Supply network:
Pins as bars on the die edge.
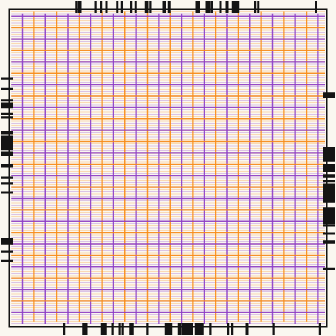
Cell classes on the final placement:
The bar under the picture is 100 µm long.
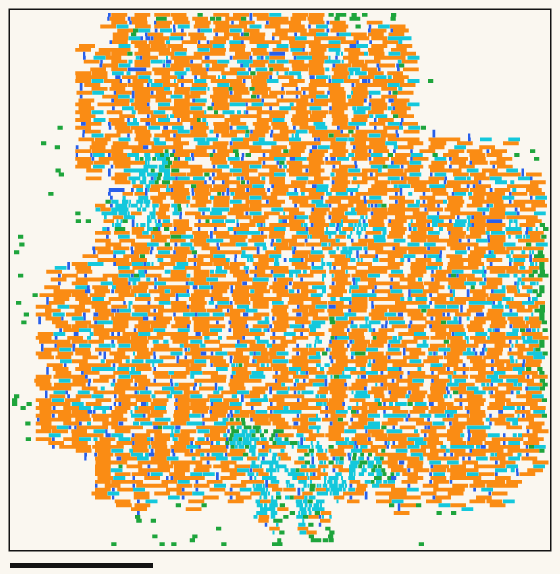
Clock distribution:
The bar under the picture is 100 µm long.
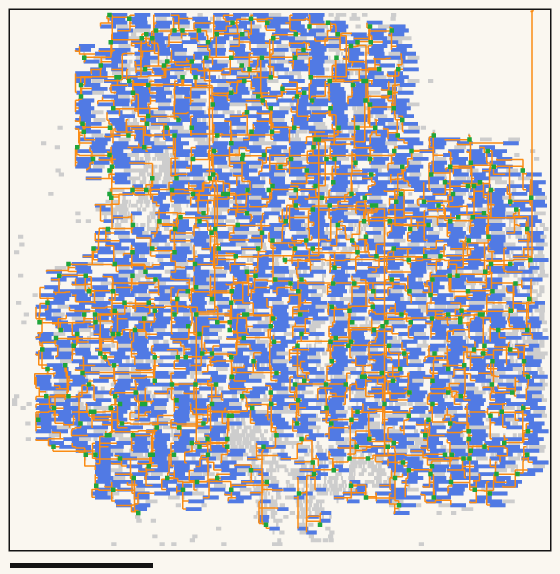
**src/rtl/jpeg_fifo_pkg.sv**
```systemverilog
// rtl/jpeg_fifo_pkg.sv - shared types and default widths for the JPEG channel FIFO stage
package jpeg_fifo_pkg;

    localparam int DEF_NCH   = 3;
    localparam int DEF_DW    = 32;
    localparam int DEF_OW    = 5;
    localparam int DEF_DEPTH = 16;

    typedef struct packed {
        logic                eob;
        logic [DEF_OW-1:0]   orc;
        logic [DEF_DW-1:0]   data;
    } chan_word_t;

    typedef enum logic {
        LOAD     = 1'b0,
        WAIT_EOB = 1'b1
    } seq_state_t;

endpackage

```
**src/rtl/jpeg_sync_fifo.sv**
```systemverilog
// rtl/jpeg_sync_fifo.sv - single-channel show-ahead FIFO with occupancy and sticky overflow
module jpeg_sync_fifo #(
    parameter int W     = 38,
    parameter int DEPTH = 16
) (
    input  logic                   clk,
    input  logic                   rst,
    input  logic                   i_push,
    input  logic [W-1:0]           i_wdata,
    input  logic                   i_pop,
    output logic [W-1:0]           o_rdata,
    output logic                   o_empty,
    output logic [$clog2(DEPTH):0] o_level,
    output logic                   o_overflow
);
    localparam int AW = $clog2(DEPTH);
    localparam int LW = AW + 1;

    logic [W-1:0]  r_mem [DEPTH];
    logic [AW-1:0] r_wr_ptr;
    logic [AW-1:0] r_rd_ptr;
    logic [LW-1:0] r_level;
    logic          r_overflow;
    logic          w_full;
    logic          w_do_push;
    logic          w_do_pop;

    assign w_full    = (r_level == LW'(DEPTH));
    assign w_do_pop  = i_pop && (r_level != '0);
    // A full FIFO still takes a push when the head leaves in the same cycle.
    assign w_do_push = i_push && (!w_full || w_do_pop);

    always_ff @(posedge clk) begin
        if (w_do_push) begin
            r_mem[r_wr_ptr] <= i_wdata;
        end
    end

    always_ff @(posedge clk) begin
        if (rst) begin
            r_wr_ptr   <= '0;
            r_rd_ptr   <= '0;
            r_level    <= '0;
            r_overflow <= 1'b0;
        end else begin
            if (w_do_push) begin
                r_wr_ptr <= r_wr_ptr + AW'(1);
            end
            if (w_do_pop) begin
                r_rd_ptr <= r_rd_ptr + AW'(1);
            end
            r_level <= r_level + LW'(w_do_push) - LW'(w_do_pop);
            if (i_push && !w_do_push) begin
                r_overflow <= 1'b1;
            end
        end
    end

    assign o_rdata    = r_mem[r_rd_ptr];
    assign o_empty    = (r_level == '0);
    assign o_level    = r_level;
    assign o_overflow = r_overflow;

endmodule

```
**src/rtl/jpeg_chan_fifo.sv**
```systemverilog
// rtl/jpeg_chan_fifo.sv - per-channel bitstream FIFOs drained in strict MCU order onto one ready/valid port
// Optional high-water-mark output enabled by JPEG_CHAN_FIFO_HWM_EN.
module jpeg_chan_fifo
    import jpeg_fifo_pkg::*;
#(
    parameter int NCH   = DEF_NCH,
    parameter int DW    = DEF_DW,
    parameter int OW    = DEF_OW,
    parameter int DEPTH = DEF_DEPTH
) (
    input  logic                                  clk,
    input  logic                                  rst,
    input  logic [NCH-1:0]                        in_valid,
    input  logic [NCH*DW-1:0]                     in_data,
    input  logic [NCH*OW-1:0]                     in_orc,
    input  logic [NCH-1:0]                        in_eob,
    output logic                                  out_valid,
    input  logic                                  out_ready,
    output logic [DW-1:0]                         out_data,
    output logic [OW-1:0]                         out_orc,
    output logic [((NCH > 1) ? $clog2(NCH) : 1)-1:0] out_chan,
    output logic                                  out_eob,
    output logic                                  mcu_done,
    output logic [NCH*($clog2(DEPTH)+1)-1:0]      level,
    output logic [NCH-1:0]                        overflow
`ifdef JPEG_CHAN_FIFO_HWM_EN
    ,
    output logic [NCH*($clog2(DEPTH)+1)-1:0]      hwm
`endif
);
    localparam int CW = (NCH > 1) ? $clog2(NCH) : 1;
    localparam int LW = $clog2(DEPTH) + 1;

    typedef struct packed {
        logic          eob;
        logic [OW-1:0] orc;
        logic [DW-1:0] data;
    } word_t;

    word_t          w_head [NCH];
    logic [NCH-1:0] w_empty;
    logic [NCH-1:0] w_pop;

    seq_state_t     r_state;
    seq_state_t     w_state_nxt;
    logic [CW-1:0]  r_cur;
    logic [CW-1:0]  w_cur_nxt;
    logic           w_load;
    logic           w_accept;
    logic           w_mcu;

    logic           r_out_valid;
    word_t          r_out_word;
    logic [CW-1:0]  r_out_chan;
    logic           r_mcu_done;

    for (genvar g = 0; g < NCH; g++) begin : g_chan
        word_t w_in;
        assign w_in     = {in_eob[g], in_orc[g*OW +: OW], in_data[g*DW +: DW]};
        assign w_pop[g] = w_load && (r_cur == CW'(g));

        jpeg_sync_fifo #(
            .W     ($bits(word_t)),
            .DEPTH (DEPTH)
        ) u_fifo (
            .clk        (clk),
            .rst        (rst),
            .i_push     (in_valid[g]),
            .i_wdata    (w_in),
            .i_pop      (w_pop[g]),
            .o_rdata    (w_head[g]),
            .o_empty    (w_empty[g]),
            .o_level    (level[g*LW +: LW]),
            .o_overflow (overflow[g])
        );
    end

    assign w_accept = r_out_valid && out_ready;

    always_comb begin
        w_load      = 1'b0;
        w_mcu       = 1'b0;
        w_state_nxt = r_state;
        w_cur_nxt   = r_cur;
        case (r_state)
            LOAD: begin
                // Refill in the same cycle the held word leaves, so a block streams without bubbles.
                if (!w_empty[r_cur] && (!r_out_valid || w_accept)) begin
                    w_load = 1'b1;
                    if (w_head[r_cur].eob) begin
                        w_state_nxt = WAIT_EOB;
                    end
                end
            end
            WAIT_EOB: begin
                if (w_accept) begin
                    w_state_nxt = LOAD;
                    w_mcu       = (r_cur == CW'(NCH - 1));
                    w_cur_nxt   = w_mcu ? '0 : r_cur + CW'(1);
                end
            end
            default: w_state_nxt = LOAD;
        endcase
    end

    always_ff @(posedge clk) begin
        if (rst) begin
            r_state     <= LOAD;
            r_cur       <= '0;
            r_out_valid <= 1'b0;
            r_out_word  <= '0;
            r_out_chan  <= '0;
            r_mcu_done  <= 1'b0;
        end else begin
            r_state    <= w_state_nxt;
            r_cur      <= w_cur_nxt;
            r_mcu_done <= w_mcu;
            if (w_load) begin
                r_out_valid <= 1'b1;
                r_out_word  <= w_head[r_cur];
                r_out_chan  <= r_cur;
            end else if (w_accept) begin
                r_out_valid <= 1'b0;
            end
        end
    end

    assign out_valid = r_out_valid;
    assign out_data  = r_out_word.data;
    assign out_orc   = r_out_word.orc;
    assign out_eob   = r_out_word.eob;
    assign out_chan  = r_out_chan;
    assign mcu_done  = r_mcu_done;

`ifdef JPEG_CHAN_FIFO_HWM_EN
    logic [NCH*LW-1:0] r_hwm;

    always_ff @(posedge clk) begin
        if (rst) begin
            r_hwm <= '0;
        end else begin
            for (int c = 0; c < NCH; c++) begin
                if (level[c*LW +: LW] > r_hwm[c*LW +: LW]) begin
                    r_hwm[c*LW +: LW] <= level[c*LW +: LW];
                end
            end
        end
    end

    assign hwm = r_hwm;
`endif

endmodule

```
**config.mk**
```make
export PLATFORM = sky130hd
export DESIGN_NAME = jpeg_chan_fifo
export DESIGN_NICKNAME = d
export VERILOG_FILES = /design/src/rtl/jpeg_fifo_pkg.sv /design/src/rtl/jpeg_sync_fifo.sv /design/src/rtl/jpeg_chan_fifo.sv
export SDC_FILE = /design/constraint.sdc
export NUM_CORES = 2
export LEC_CHECK = 0
export CORE_UTILIZATION = 52
export CTS_BUF_LIST = sky130_fd_sc_hd__clkbuf_2
export CTS_CLUSTER_DIAMETER = 100
export DETAILED_ROUTE_END_ITERATION = 8
export PLACE_DENSITY = 0.74
export SYNTH_ARGS = -nofsm -noshare
export SYNTH_HDL_FRONTEND = slang
export SYNTH_HIERARCHICAL = 1
export SYNTH_SLANG_ARGS = --single-unit
```
**constraint.sdc**
```tcl
create_clock -name clk -period 8.1 [get_ports clk]
set_input_delay 1.62 -clock clk [delete_from_list [all_inputs] [get_ports clk]]
set_output_delay 1.62 -clock clk [all_outputs]
set_load 0.01 [all_outputs]
```
==> run notes <==
run metrics: total power=20.87 mW, area delta synth->final=11.34%, worst slew pin tran=1228 ps, Starting Density=between 50% and 60%, PD cells=255.7 nW/µm², yosys warns=6, Max Root-Sink Buffers=4, Setup CP Type=flip-flop to flip-flop, EDFF count, synth=between 1500 and 2000, Final nets=between 4000 and 5000, TritonCTS clock tree=yes, Final period util=between 50% and 60%, Main area contributors=edfxtp_1, mux4_2, dfxtp_1, FMAX=0.2075 GHz, Max Used Layer=met5, Yosys cell types=41, Final min period=4820 ps, CP Launch Point=g_chan[1].u_fifo/o_level[3], hold slack=483.2 ps, MaxCap Viol Count=0, worst hold endpoint=g_chan[2].u_fifo/o_overflow, pre-CTS setup slack=roughly 2700 ps, # Post-CTS Setup Buffers=0, RSZ-0062 raised after global routing=no, setup TNS=0 ps, RePlAce Congestion=0.7846, die width=377.4 µm, Yosys Chip Area=between 70000 and 80000 µm², Setup WS post-layout=3280 ps, Slowest Stage Delay on Critical Path=roughly 580 ps, cell count after synthesis=around 3400, ys flop type=edfxtp_1, GRT Util Overall=approximately a quarter, DR vias/cell=around 5.9, ANT nets after route=0, clock sinks=1923, outcome=finished, final reports clean, Hold Crit Class=flip-flop to flip-flop, Area after DPL=77540 µm², WP buf/inv=2, Starting DRT DRC Count=3991, WP data arrival=6160 ps, initial antenna violation count=18, PostCTS Resize Cnt=0, Hold Path Stages=2, OpenROAD warning count=39, Post-Syn Area=between 70000 and 80000 µm², Setup crit end kind=flip-flop, crit path capture=g_chan[1].u_fifo/r_mem[6][7], Critical R2R Launch=g_chan[1].u_fifo/o_level[3], Boundary Pins=~180, register area share after synthesis=~77%, final WL=~170000 µm, GRT Residual Overflow=0, H-tree levels=5, root buffer cell=clkbuf_2, cell family with most CP delay=simple AND/OR/NAND/NOR gates, worst-path cell chain=inv_1 > ha_1 > or3b_1 > nor2_1 > mux2_2 > a2111oi_4 > and3_1 > nand2b_1 > o21a_1 > nand2_1 > nor2_4 > buf_4, I/O Buffers=179, first-pass GRT wire length=242700 µm, Global Route met3 Usage=approximately 6.2%, global routing's busiest layer=met2, layout cells sized above 1=31.25%, Post-synth regs=~1900, # hold bufs at CTS=1, Worst EP required=9440 ps, r2r worst-path depth=12, Post-Place Cells=5366, dpl hpwl=96350 µm, Routed met1 length=64770 µm, met2 routed WL=82280 µm, relative slew slack=18.17%
-- 'supply network' (at the start) --
| color | net |
|---|---|
| purple | VSS |
| orange | VDD |
met1 rails: 138
met5 straps: 27
Worst VDD drop: 0.0002278 V
die extent in y: 377.4 µm

-- 'cell classes on the final placement' (at the start) --
| color | class | cells | share of their area |
|---|---|---|---|
| blue | clock drivers and dummy loads | 804 | 5.1% |
| cyan | all other logic | 1300 | 20% |
| green | other buffers and delay cells | 268 | 3.2% |
| orange | flip-flops | 1923 | 72% |
FP Rows: 137
Core ar.: 139700 µm²
sequential cell area share: 69.59%
Finished Cell Area: 81600 µm²
Core Util, Final: 58.41%

-- 'clock distribution' (at the start) --
[blue] flip-flops | count: 1923
[orange] clock wires | length: 21.8 mm
[green] cells driving clock nets | count: 464
routed clock nets: 465
clock group total power: 6.02 mW
clock skew: 167.9 ps
Insertion Delay late pin: 1830 ps

[area by class of cell]
class | count | area (µm²) | share of cell area (%)
sequential | 1923 | 56780 | 69.59
multi-input combinational | 1266 | 15800 | 19.36
clock buffer | 702 | 3513 | 4.306
timing repair buffer | 268 | 2497 | 3.061
tap | 1876 | 2347 | 2.877
clock inverter | 102 | 500.5 | 0.6133
inverter | 34 | 127.6 | 0.1564
antenna | 13 | 32.53 | 0.03987
[where the power goes]
part           total (mW)  internal [mW]  leakage (nW)  switching [mW]
combinational        3.36           1.38          5.56            1.98
sequential           11.5           11.3          17.3           0.212
clock                6.02           2.40          3.15            3.61
[state kept, by name, summed over array words and instances (netlist names), named ones only]
signal,count
r_state,1
g_chan.u_fifo/o_level,15
mcu_done,1
g_chan.u_fifo/r_wr_ptr,12
out_eob,1
r_cur,2
g_chan.u_fifo/o_overflow,3
g_chan.u_fifo/r_mem,1824
g_chan.u_fifo/r_rd_ptr,12
out_chan,2
out_orc,5
out_data,32
out_valid,1
[logic make-up (layout without fill, tap and decap cells)]
family | count (synthesis) | in the layout | synth area share, %
compound gates | 347 | 347 | 3.408
flops | 1923 | 1923 | 77.44
simple gates | 362 | 362 | 2.081
xor+xnor | 21 | 21 | 0.2510
mux | 500 | 500 | 14.62
fa+ha+maj | 36 | 36 | 0.6453
buf+inv | 223 | 1106 | 1.559
other cells | 0 | 13 | 0
[cell usage in the layout, fill, tap and decap left out, types with 37 or more instances in the layout]
cell / n
dfxtp_1: 91
buf_4: 86
a21oi_1: 56
a211oi_1: 37
clkinv_1: 87
nand2_1: 135
clkdlybuf4s50_1: 178
mux2i_1: 43
mux4_2: 456
nor2_4: 39
nor2_1: 116
a22oi_1: 228
edfxtp_1: 1824
clkbuf_2: 702
Power figures rest on the tool's default switching activity, not on a simulated workload.
